<file path="src/rtl/scmp_addr_gen_if.sv">
// ---------------------------------------------------------------------------
// scmp_addr_gen_if
// Command and memory-bus bundle for the SC/MP address generator.
//
// Handshakes:
//   cmd_*  : valid/ready. A command transfers on a rising clk edge where both
//            cmd_valid and cmd_ready are high. Once the master raises cmd_valid
//            it holds cmd_op/cmd_ptr/cmd_disp/cmd_wdata stable until that
//            transfer edge.
//   mem_*  : req/ack. The address generator raises mem_req with mem_addr stable
//            and holds both until it samples mem_ack high. The cycle completes
//            on that edge. mem_ack is ignored whenever mem_req is low.
//
// Modports:
//   master : sequencer / bus side (drives commands and mem_ack)
//   slave  : the address generator
// ---------------------------------------------------------------------------
interface scmp_addr_gen_if #(
    parameter int PTR_W = 16,
    parameter int SEL_W = 2
);
    logic             cmd_valid;
    logic             cmd_ready;
    logic [2:0]       cmd_op;
    logic [SEL_W-1:0] cmd_ptr;
    logic [7:0]       cmd_disp;
    logic [PTR_W-1:0] cmd_wdata;
    logic             mem_req;
    logic [PTR_W-1:0] mem_addr;
    logic             mem_ack;

    modport master (
        output cmd_valid, cmd_op, cmd_ptr, cmd_disp, cmd_wdata, mem_ack,
        input  cmd_ready, mem_req, mem_addr
    );

    modport slave (
        input  cmd_valid, cmd_op, cmd_ptr, cmd_disp, cmd_wdata, mem_ack,
        output cmd_ready, mem_req, mem_addr
    );
endinterface

</file>
<file path="src/rtl/scmp_addr_gen.sv">
// ---------------------------------------------------------------------------
// scmp_addr_gen
// SC/MP pointer file and effective-address generator. Holds NPTR pointer
// registers (P0 is the program counter), executes FETCH / EA_IDX / EA_AUTO /
// LOAD / NOP commands and drives the memory address register through a
// req/ack handshake.
//
// Optional feature macro: SCMP_AG_EXT_DISP_EN
//   defined   : cmd_disp == 8'h80 on EA_IDX/EA_AUTO uses ext_reg (E register)
//               as the displacement, sampled during CALC.
//   undefined : ext_reg is unused; 8'h80 is a plain displacement of -128.
//
// Ports:
//   clk, rst_n  clock (rising edge), asynchronous active-low reset
//   bus         scmp_addr_gen_if.slave: cmd_* valid/ready, mem_* req/ack
//   ext_reg     E register value (feature macro only)
//   done        one-cycle completion pulse
//   ea          last effective address, updated by FETCH/EA ops
//   rd_sel      pointer read select
//   rd_data     pointer[rd_sel], combinational, 0 for out-of-range index
//   state_dbg   current FSM state (0 IDLE, 1 CALC, 2 MEM, 3 DONE)
// ---------------------------------------------------------------------------
module scmp_addr_gen #(
    parameter int NPTR   = 4,
    parameter int PTR_W  = 16,
    parameter int OFFS_W = 12,
    parameter int SEL_W  = 2
) (
    input  logic              clk,
    input  logic              rst_n,
    scmp_addr_gen_if.slave    bus,
    input  logic [7:0]        ext_reg,
    output logic              done,
    output logic [PTR_W-1:0]  ea,
    input  logic [SEL_W-1:0]  rd_sel,
    output logic [PTR_W-1:0]  rd_data,
    output logic [1:0]        state_dbg
);

    localparam logic [2:0] OP_NOP   = 3'd0;
    localparam logic [2:0] OP_FETCH = 3'd1;
    localparam logic [2:0] OP_IDX   = 3'd2;
    localparam logic [2:0] OP_AUTO  = 3'd3;
    localparam logic [2:0] OP_LOAD  = 3'd4;

    typedef enum logic [1:0] {
        S_IDLE = 2'd0,
        S_CALC = 2'd1,
        S_MEM  = 2'd2,
        S_DONE = 2'd3
    } state_t;

    state_t state_q, state_d;

    logic [PTR_W-1:0] ptr_q [NPTR];
    logic [PTR_W-1:0] addr_q;
    logic [2:0]       op_q;
    logic [SEL_W-1:0] sel_q;
    logic [7:0]       disp_q;
    logic [PTR_W-1:0] wdata_q;

    logic [PTR_W-1:0] base;
    logic [7:0]       eff_disp;
    logic             is_mem_op;
    logic             ptr_we;
    logic [SEL_W-1:0] ptr_wsel;
    logic [PTR_W-1:0] ptr_wdata;
    logic             addr_we;
    logic [PTR_W-1:0] addr_nxt;
    logic [PTR_W-1:0] stepped;

    // Arithmetic stays inside the page: only the low OFFS_W bits move.
    function automatic logic [PTR_W-1:0] wrap_add(input logic [PTR_W-1:0] p,
                                                  input logic [7:0]       d);
        logic [OFFS_W-1:0] low;
        low = p[OFFS_W-1:0] + {{(OFFS_W-8){d[7]}}, d};
        return {p[PTR_W-1:OFFS_W], low};
    endfunction

    // ---------------- FSM: state register ----------------
    always_ff @(posedge clk or negedge rst_n) begin
        if (!rst_n) state_q <= S_IDLE;
        else        state_q <= state_d;
    end

    // ---------------- FSM: next state ----------------
    always_comb begin
        state_d = state_q;
        case (state_q)
            S_IDLE: if (bus.cmd_valid) state_d = S_CALC;
            S_CALC: state_d = is_mem_op ? S_MEM : S_DONE;
            S_MEM:  if (bus.mem_ack) state_d = S_DONE;
            S_DONE: state_d = S_IDLE;
            default: state_d = S_IDLE;
        endcase
    end

    // ---------------- FSM: outputs ----------------
    always_comb begin
        bus.cmd_ready = (state_q == S_IDLE);
        bus.mem_req   = (state_q == S_MEM);
        done          = (state_q == S_DONE);
    end

    assign state_dbg    = state_q;
    assign bus.mem_addr = addr_q;

    // ---------------- Pointer reads ----------------
    // Indices at or beyond NPTR match no entry and therefore read 0.
    always_comb begin
        base    = '0;
        rd_data = '0;
        for (int i = 0; i < NPTR; i++) begin
            if (sel_q  == SEL_W'(i)) base    = ptr_q[i];
            if (rd_sel == SEL_W'(i)) rd_data = ptr_q[i];
        end
    end

`ifdef SCMP_AG_EXT_DISP_EN
    assign eff_disp = ((op_q == OP_IDX || op_q == OP_AUTO) && disp_q == 8'h80)
                      ? ext_reg : disp_q;
`else
    assign eff_disp = disp_q;
    logic unused_ext;
    assign unused_ext = ^ext_reg;
`endif

    assign is_mem_op = (op_q == OP_FETCH) || (op_q == OP_IDX) || (op_q == OP_AUTO);
    assign stepped   = wrap_add(base, eff_disp);

    // ---------------- CALC datapath ----------------
    always_comb begin
        ptr_we    = 1'b0;
        ptr_wsel  = sel_q;
        ptr_wdata = '0;
        addr_we   = 1'b0;
        addr_nxt  = addr_q;
        case (op_q)
            OP_FETCH: begin
                // Pre-increment PC; the fetch address is the new PC.
                ptr_we    = 1'b1;
                ptr_wsel  = '0;
                ptr_wdata = wrap_add(ptr_q[0], 8'h01);
                addr_we   = 1'b1;
                addr_nxt  = wrap_add(ptr_q[0], 8'h01);
            end
            OP_IDX: begin
                addr_we  = 1'b1;
                addr_nxt = stepped;
            end
            OP_AUTO: begin
                // Negative displacement pre-decrements, otherwise post-increments.
                ptr_we    = 1'b1;
                ptr_wdata = stepped;
                addr_we   = 1'b1;
                addr_nxt  = eff_disp[7] ? stepped : base;
            end
            OP_LOAD: begin
                ptr_we    = 1'b1;
                ptr_wdata = wdata_q;
            end
            default: ;
        endcase
    end

    // ---------------- Registers ----------------
    always_ff @(posedge clk or negedge rst_n) begin
        if (!rst_n) begin
            op_q    <= OP_NOP;
            sel_q   <= '0;
            disp_q  <= '0;
            wdata_q <= '0;
        end else if (state_q == S_IDLE && bus.cmd_valid) begin
            op_q    <= bus.cmd_op;
            sel_q   <= bus.cmd_ptr;
            disp_q  <= bus.cmd_disp;
            wdata_q <= bus.cmd_wdata;
        end
    end

    always_ff @(posedge clk or negedge rst_n) begin
        if (!rst_n) begin
            addr_q <= '0;
            ea     <= '0;
        end else if (state_q == S_CALC && addr_we) begin
            addr_q <= addr_nxt;
            ea     <= addr_nxt;
        end
    end

    // Writes to an index at or beyond NPTR match no entry and are dropped.
    always_ff @(posedge clk or negedge rst_n) begin
        if (!rst_n) begin
            for (int i = 0; i < NPTR; i++) ptr_q[i] <= '0;
        end else if (state_q == S_CALC && ptr_we) begin
            for (int i = 0; i < NPTR; i++) begin
                if (ptr_wsel == SEL_W'(i)) ptr_q[i] <= ptr_wdata;
            end
        end
    end

endmodule

</file>
<file path="src/flat_wrapper.sv">
// flat-port wrapper written by rule: the top's interface ports become plain ports
module scmp_addr_gen_flat 
#(
    parameter int NPTR   = 4,
    parameter int PTR_W  = 16,
    parameter int OFFS_W = 12,
    parameter int SEL_W  = 2
)
  (clk, rst_n, ext_reg, done, ea, rd_sel, rd_data, state_dbg, bus_cmd_valid, bus_cmd_op, bus_cmd_ptr, bus_cmd_disp, bus_cmd_wdata, bus_mem_ack, bus_cmd_ready, bus_mem_req, bus_mem_addr);
  scmp_addr_gen_if #(.PTR_W(PTR_W), .SEL_W(SEL_W)) bus_i ();
  input  logic clk;
  input  logic rst_n;
  input  logic [7:0] ext_reg;
  output logic done;
  output logic [PTR_W-1:0] ea;
  input  logic [SEL_W-1:0] rd_sel;
  output logic [PTR_W-1:0] rd_data;
  output logic [1:0] state_dbg;
  input wire logic [$bits(bus_i.cmd_valid)-1:0] bus_cmd_valid;
  input wire logic [$bits(bus_i.cmd_op)-1:0] bus_cmd_op;
  input wire logic [$bits(bus_i.cmd_ptr)-1:0] bus_cmd_ptr;
  input wire logic [$bits(bus_i.cmd_disp)-1:0] bus_cmd_disp;
  input wire logic [$bits(bus_i.cmd_wdata)-1:0] bus_cmd_wdata;
  input wire logic [$bits(bus_i.mem_ack)-1:0] bus_mem_ack;
  output wire logic [$bits(bus_i.cmd_ready)-1:0] bus_cmd_ready;
  output wire logic [$bits(bus_i.mem_req)-1:0] bus_mem_req;
  output wire logic [$bits(bus_i.mem_addr)-1:0] bus_mem_addr;
  assign bus_i.cmd_valid = bus_cmd_valid;
  assign bus_i.cmd_op = bus_cmd_op;
  assign bus_i.cmd_ptr = bus_cmd_ptr;
  assign bus_i.cmd_disp = bus_cmd_disp;
  assign bus_i.cmd_wdata = bus_cmd_wdata;
  assign bus_i.mem_ack = bus_mem_ack;
  assign bus_cmd_ready = bus_i.cmd_ready;
  assign bus_mem_req = bus_i.mem_req;
  assign bus_mem_addr = bus_i.mem_addr;
  scmp_addr_gen #(.NPTR(NPTR), .PTR_W(PTR_W), .OFFS_W(OFFS_W), .SEL_W(SEL_W)) u_core (.clk(clk), .rst_n(rst_n), .bus(bus_i), .ext_reg(ext_reg), .done(done), .ea(ea), .rd_sel(rd_sel), .rd_data(rd_data), .state_dbg(state_dbg));
endmodule
</file>
<file path="config.mk">
export PLATFORM = sky130hd
export DESIGN_NAME = scmp_addr_gen_flat
export DESIGN_NICKNAME = d
export VERILOG_FILES = /design/src/rtl/scmp_addr_gen_if.sv /design/src/rtl/scmp_addr_gen.sv /design/src/flat_wrapper.sv
export SDC_FILE = /design/constraint.sdc
export NUM_CORES = 1
export LEC_CHECK = 0
export ABC_AREA = 1
export CAP_MARGIN = 10
export CORE_MARGIN = 10
export CORE_UTILIZATION = 55
export CTS_CLUSTER_DIAMETER = 120
export CTS_CLUSTER_SIZE = 28
export DETAILED_ROUTE_END_ITERATION = 6
export GPL_TIMING_DRIVEN = 0
export PLACE_DENSITY_LB_ADDON = 0.15
export SLEW_MARGIN = 15
export SYNTH_ARGS = -nofsm -noshare
export SYNTH_HDL_FRONTEND = slang
export SYNTH_SLANG_ARGS = --single-unit
</file>
<file path="constraint.sdc">
create_clock -name clk -period 7 [get_ports clk]
set_clock_uncertainty 0.05 [all_clocks]
set_input_delay 1.4 -clock clk [delete_from_list [all_inputs] [get_ports clk]]
set_output_delay 1.4 -clock clk [all_outputs]
set_load 0.01 [all_outputs]
</file>
==> results.sh <==
# yosys + openroad results
export IMPL_firstDrtPassIters=5
export IMPL_slew_viol_final=0
export IMPL_outcome="complete, no violations"
export IMPL_drive_gt1_share_pct=9.810
export IMPL_die_area_um2=17160
export IMPL_antennaDiodeCount=0
export IMPL_path_class="input pin to primary output"
export IMPL_vias=6672
export IMPL_xor_share_pct=1.552
export IMPL_worst_skew_pair_late_latency_ns=0.37
export IMPL_ys_sh_aoi_pct=13.61
export IMPL_cp_arrival_ns=4.04
export IMPL_netlist_instances=896
export IMPL_wl_per_cell_um=18.24
export IMPL_max_stage_delay_ns=0.60
export IMPL_coreArea_um2=12060
export IMPL_start_kind="input pin"
export IMPL_reg2reg_from="u_core.sel_q[0]$_DFFE_PN0P_"
export IMPL_yosysCellCount=896
export IMPL_area_growth_pct=20.28
export IMPL_fp_dieH_um=131.0
export IMPL_critical_path_top_delay_family="buffers and inverters"
export IMPL_synth_seq_cells=111
export IMPL_critPathMaxFanout=10
export IMPL_cts_clk_slew_worst_paths_ns=0.08
export IMPL_h_tree_depth=3
export IMPL_cp_common_cell="clkdlybuf4s50_1"
export IMPL_synth_area_um2=6774
export IMPL_crit_path_start="rd_sel[1]"
export IMPL_first_iter_violations=918
export IMPL_cts_hold_repair_buffers=0
export IMPL_grt_max_degree=60
export IMPL_end_kind="primary output"
export IMPL_setup_viol=0
export IMPL_hp_class="flop to flop"
export IMPL_fp_utilization_pct=56.16
export IMPL_logic_family="simple AND/OR/NAND/NOR gates"
export IMPL_holdPathStages=2
export IMPL_first_global_vias=6133
export IMPL_grt_usage_pct=25.34
export IMPL_yosysWarnings=0
export IMPL_r2r_end="u_core.ptr_q[20]$_DFFE_PN0P_"
export IMPL_vias_per_cell=5.717
export IMPL_area_leaders="dfrtp_1 (41%), nand2_1 (17%), o21ai_0 (5.0%)"
export IMPL_cp_cell_sequence="clkdlybuf4s50_1 > inv_1 > nor2_1 > clkbuf_1 > a21oi_1 > o21ai_0 > clkdlybuf4s50_1"
export IMPL_finalCritPeriodShare_pct=78.47
worst min path at each step:
stage                            startpoint                           end  slack, ns
2_1_floorplan  u_core.ptr_q[41]$_DFFE_PN0P_  u_core.ptr_q[41]$_DFFE_PN0P_       0.40
3_3_place_gp   u_core.ptr_q[12]$_DFFE_PN0P_  u_core.ptr_q[12]$_DFFE_PN0P_       0.41
3_5_place_dp   u_core.ptr_q[41]$_DFFE_PN0P_  u_core.ptr_q[41]$_DFFE_PN0P_       0.42
4_1_cts        u_core.ptr_q[41]$_DFFE_PN0P_  u_core.ptr_q[41]$_DFFE_PN0P_       0.44
5_1_grt        u_core.ptr_q[15]$_DFFE_PN0P_  u_core.ptr_q[15]$_DFFE_PN0P_       0.46
6_report       u_core.ptr_q[15]$_DFFE_PN0P_  u_core.ptr_q[15]$_DFFE_PN0P_       0.44
tightest hold or removal path, cell delays in order (launching register included):
cell	delay (ns)
dfrtp_1	0.35
nand2_1	0.06
nand2_1	0.05
sequential cells by signal, summed over array words and instances, names as in the netlist:
signal and count:
u_core.ptr_q 64, u_core.ea 16, u_core.wdata_q 16, u_core.disp_q 8, u_core.op_q 3, u_core.sel_q 2, u_core.state_dbg 2
cells in the final DEF (no fill, tap or decap), drive strengths merged, types with 10 or more instances in the layout:
cell type / Yosys / final
nand2: 315 / 315
dfrtp: 111 / 111
inv: 87 / 88
clkdlybuf4s50: 0 / 85
o21ai: 78 / 78
nand3: 61 / 61
nor2: 47 / 47
a21oi: 40 / 40
buf: 31 / 33
mux2: 23 / 23
clkbuf: 13 / 22
ha: 19 / 19
o22ai: 16 / 16
o221ai: 10 / 10
per-stage QoR:
step                worst slack, ns  hold slack [ns]  cells  util [%]  instance area [um2]
detailed placement            1.654           0.4168   1151     65.28                 7874
finish                        1.507           0.4421   1167     67.55                 8148
floorplan                     3.103           0.3988    896         -                 6774
CTS                           1.644           0.4363   1167     67.55                 8148
global route                  1.471           0.4615   1167     67.55                 8148
global placement             0.2551           0.4133   1150     65.04                 7845
report_power, final:
| group | switching, mW | internal (mW) | leakage [nW] |
|---|---|---|---|
| Clock | 0.249 | 0.242 | 0.129 |
| Combinational | 1.30 | 0.835 | 2.29 |
| Sequential | 0.210 | 0.879 | 1.45 |
| Total | 1.76 | 1.96 | 3.87 |
cells in the mapped netlist (all sizes together):
cell type and n:
nand3 61, or2 3, inv 87, mux2 23, o221ai 10, o2111ai 4, a221o 1, a31oi 5
xnor2 3, xor2 9, o22ai 16, a22oi 1, o21ai 78, nor2 47, o211ai 5, ha 19
buf 31, nor3 3, nand4 4, fa 1, a21oi 40, a21o 1, dfrtp 111, o31ai 1
clkinv 3, nand2 315, clkbuf 13, o21bai 1
metal layers:
metal  part of all wire [%]  track usage (%)  wire (um)  vias up
met5                      0                0          0        -
met4                    3.8            10.66        813        0
met3                     12            6.366       2489       61
met2                     43            37.69       9203      401
met1                     41            34.41       8782     3088
li1                       -                -          -     3122
cell type report:
cell class,count,area (um2)
tap,168,210.2
multi-input combinational,651,3373
inverter,90,344.1
clock inverter,7,48.80
fill,1037,3914
clock buffer,9,225.2
sequential,111,2778
timing repair buffer,87,889.6
buffer,44,279.0
**Signal wires on met2**

Scale bar: 50 um. Cells faint in the background.
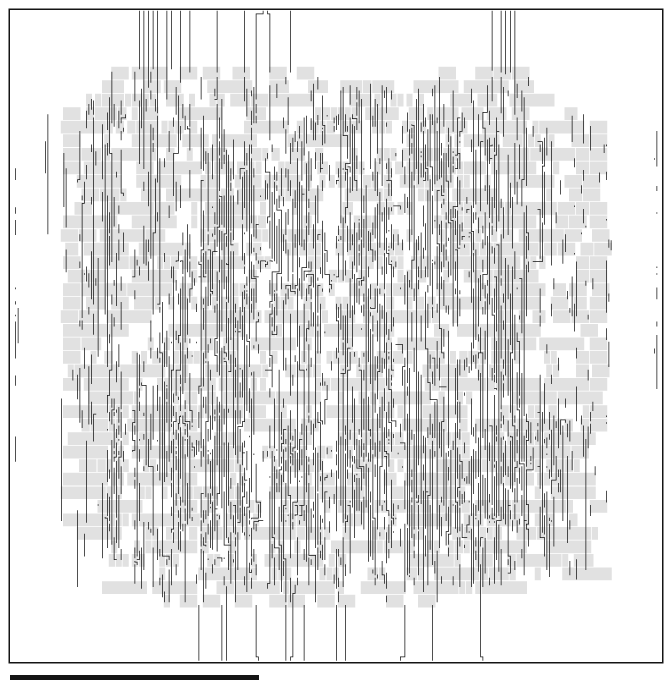
wire length on this layer: 9,200 um
longest straight run: 54.4 um

**Met1 routing**

Scale bar: 50 um. Supply wires on this layer in grey. Cells faint in the background.
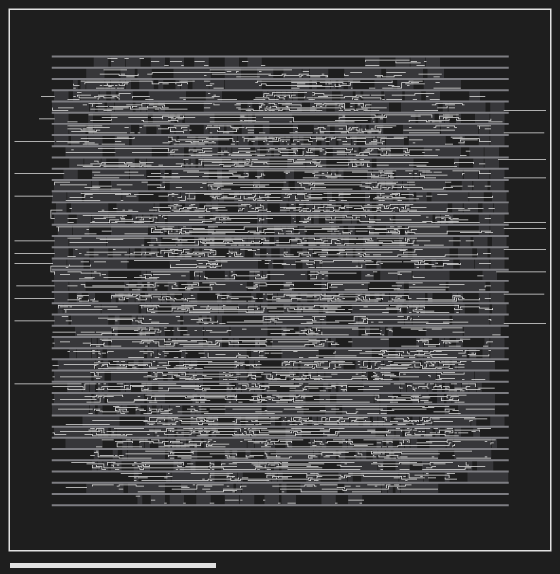
longest straight run: 69.5 um
wire length on this layer: 8,780 um

Power is estimated from default activity; no workload was simulated.
